### Signal wires on met3

(3 px per micron)
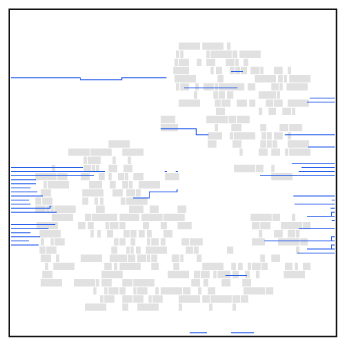
### Met1 routing

(6 px per micron) Supply wires on this layer in grey.
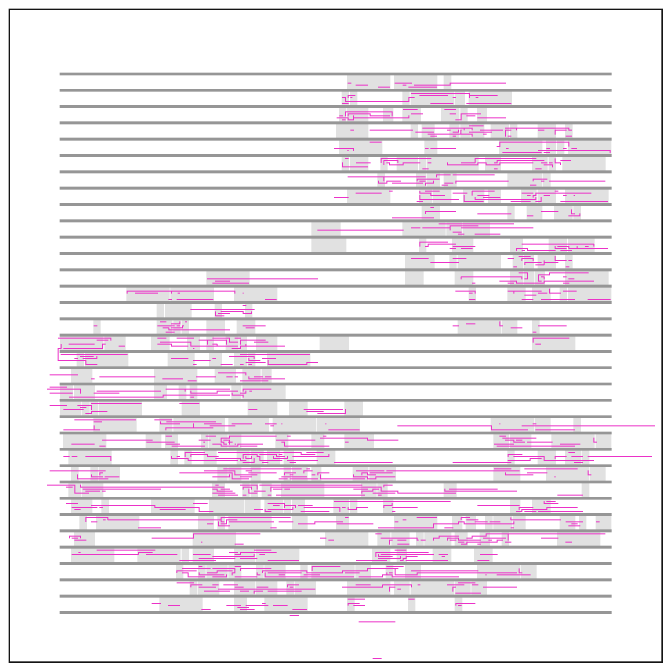
Design bitty_fetch_sequencer, sky130hd; sources not shown.
==> results.py <==
# Synthesis and PnR figures
metrics = {
    "yosys": {
        "yosys-top-cells-count": "dfxtp_1 (51), nor2_1 (51), mux2i_1 (19), xnor2_1 (17), nand2_1 (13)",
        "ff_type": "dfxtp_1",
        "synth_top_cell_by_area": "dfxtp_1",
        "ys_sh_mux_pct": 7.98,
        "edf_count": 0,
        "syn_avg_cell_area_sq_um": 9.09,
        "yosys_warnings": 0,
        "top_area_share_pct": 39.7,
        "synthAoiAreaFrac_pct": 10.8,
        "synth_cells": 283,
        "ys_ff": 51,
        "ys_sh_xor_pct": 7.49,
        "yosysChipArea_sq_um": 2570,
        "ys_types": 48,
        "adder_share_pct": 1.95,
        "fp_nets": 316,
        "ys_seq_share_pct": 39.7,
        "async_reset_ff_share_pct": 0,
        "topCombFamilyByArea": "simple AND/OR/NAND/NOR gates",
        "netlist_area_sq_um": 2570,
        "synthTopCellsByArea": "dfxtp_1 (40%), nor2_1 (7.4%), mux2i_1 (7.4%)",
        "simple_gate_share_pct": 26.2,
        "ys_cells": 283,
    },
    "pwr": {
        "top_power_group": "registers",
        "p_per_area_nw_per_um2": 662,
        "sw_frac_of_total_pct": 47.7,
        "p_leak_nw": 0.934,
        "pwr-share-clk_pct": 19.7,
        "p_sw_w": 0.000874,
        "ir_drop_mv": 0.249,
        "intPower_w": 0.000958,
        "powerComb_w": 0.000634,
        "pg_seq_w": 0.000838,
        "power_frac_seq_pct": 45.7,
        "power_clock_w": 0.000360,
        "pwr-share-comb_pct": 34.6,
    },
    "sta": {
        "fmax_ghz": 0.375,
        "finalCritPeriodShare_pct": 72.1,
        "setup_viol": 0,
        "finalSetupTns_ns": 0,
        "fin_crit_ns": 2.67,
        "tightestPinTransition_ns": 1.06,
        "slew-limit-headroom_pct": 29.3,
        "fin_ws_ns": 1.03,
        "hold_viol": 0,
        "rsz0062_at_grt": "no",
        "hold_slack_ns": 0.516,
        "clock_skew_ns": 0.0161,
        "drv_slew": 0,
    },
    "drt": {
        "viasPerCell": 5.04,
        "drt_iter0_drc": 83,
        "first_pass_iters": 4,
        "dr.max_layer_used": "met4",
        "drtAntennaViolNets": 0,
        "drc": 0,
        "wire_per_inst_microns": 15.6,
        "wl_met1_microns": 2550,
        "met3_wirelength_microns": 554,
        "dr_wl_met2_microns": 2890,
    },
    "clock_network": {
        "cts_tree": "done",
        "clock_sinks": 51,
        "ctsRootBufferMaster": "clkbuf_8",
        "insertion_delay_ns": 0.31,
        "cts_made_buffers": 5,
        "post_cts_buffers": 0,
        "cts_hold_buf": 0,
        "clkTransAtPathRegs_ns": 0.11,
        "h-tree-depth": 2,
        "cts_buffer_depth": 2,
        "cts_resized": 0,
    },
    "placement": {
        "place_ws_ns": 1.05,
        "gp_congestion": 0.765,
        "hpwl_microns": 4600,
        "io_buffers": 0,
    },
    "global_routing": {
        "top_usage_layer": "met2",
        "grt_first_pass_wirelength_microns": 10200,
        "overflow": 0,
        "grtUsageTotal_pct": 10.6,
        "grt_max_degree": 30,
        "met2_usage_pct": 17.3,
        "antenna_found_initial": 0,
        "grt_pass1_vias": 1955,
    },
    "worst_setup_path": {
        "worst_setup_path_start_kind": "register",
        "cp_top_family": "flip-flops",
        "cp.required_ns": 2.59,
        "path_cells": "and3_1",
        "cp_slowest_cell": "dfxtp_1",
        "worst-path-stages": 1,
        "cp_num_buf_inv": 0,
        "path_max_fanout": 12,
        "critPathKind": "register to output port",
        "reg2reg_setup_slack_ns": 1.17,
        "arrival_ns": 1.56,
        "worstRegToRegCells": 5,
        "end_kind": "output port",
        "slowest_delay_ns": 0.64,
    },
    "final_layout": {
        "antenna_cells": 0,
        "final_nets": 315,
        "mostFrequentLayoutCells": "nor2_1 (51), dfxtp_1 (51), mux2i_1 (19)",
        "drive_above_1_share_pct": 12.0,
        "area_growth_pct": 7.59,
    },
    "floorplanning": {
        "fp_util_pct": 31.1,
        "die_area_sq_um": 11800,
        "die_x_microns": 109,
        "core_region_area_sq_um": 8260,
        "io_pins": 82,
        "die_h_microns": 109,
        "rows": 33,
    },
    "min_path": {
        "holdPathStages": 2,
        "hold_class": "register to register",
    },
    "job": {
        "maxCapViolCount": 0,
        "openroad.warnings": 27,
    },
    "status": {
        "status": "finished clean",
    },
}
Back to the opening pictures, 'Signal wires on met3':
longest straight run: 31.1 microns
nets with wire on the layer: 42
met3 usage: 4.46%
total wire length: 6040 microns
via count: 1956

Back to the opening pictures, 'Met1 routing':
nets with wire on the layer: 300
longest straight run: 23.9 microns
wire length on this layer: 2550 microns
share of all routed wire: 42%
GR Util met1: 12.4%

-- final cells by class --
cell class	count	area, sq um
Timing Repair Buffer	12	90.1
Tap cell	105	131
Fill cell	862	5490
Inverter	6	22.5
Clock inverter	3	33.8
Clock buffer	5	68.8
Sequential cell	51	1020
Multi-Input combinational cell	206	1400
-- per-stage QoR --
stage	utilization (%)	power, W	std cells	instance area [sq um]
2_1_floorplan	-	0.00141	283	2570
3_3_place_gp	32.3	0.00148	380	2660
3_5_place_dp	32.3	0.00149	380	2660
4_1_cts	33.5	0.00186	388	2770
5_1_grt	33.5	0.00194	388	2770
6_report	33.5	0.00183	388	2770
Power is estimated from default activity; no workload was simulated.
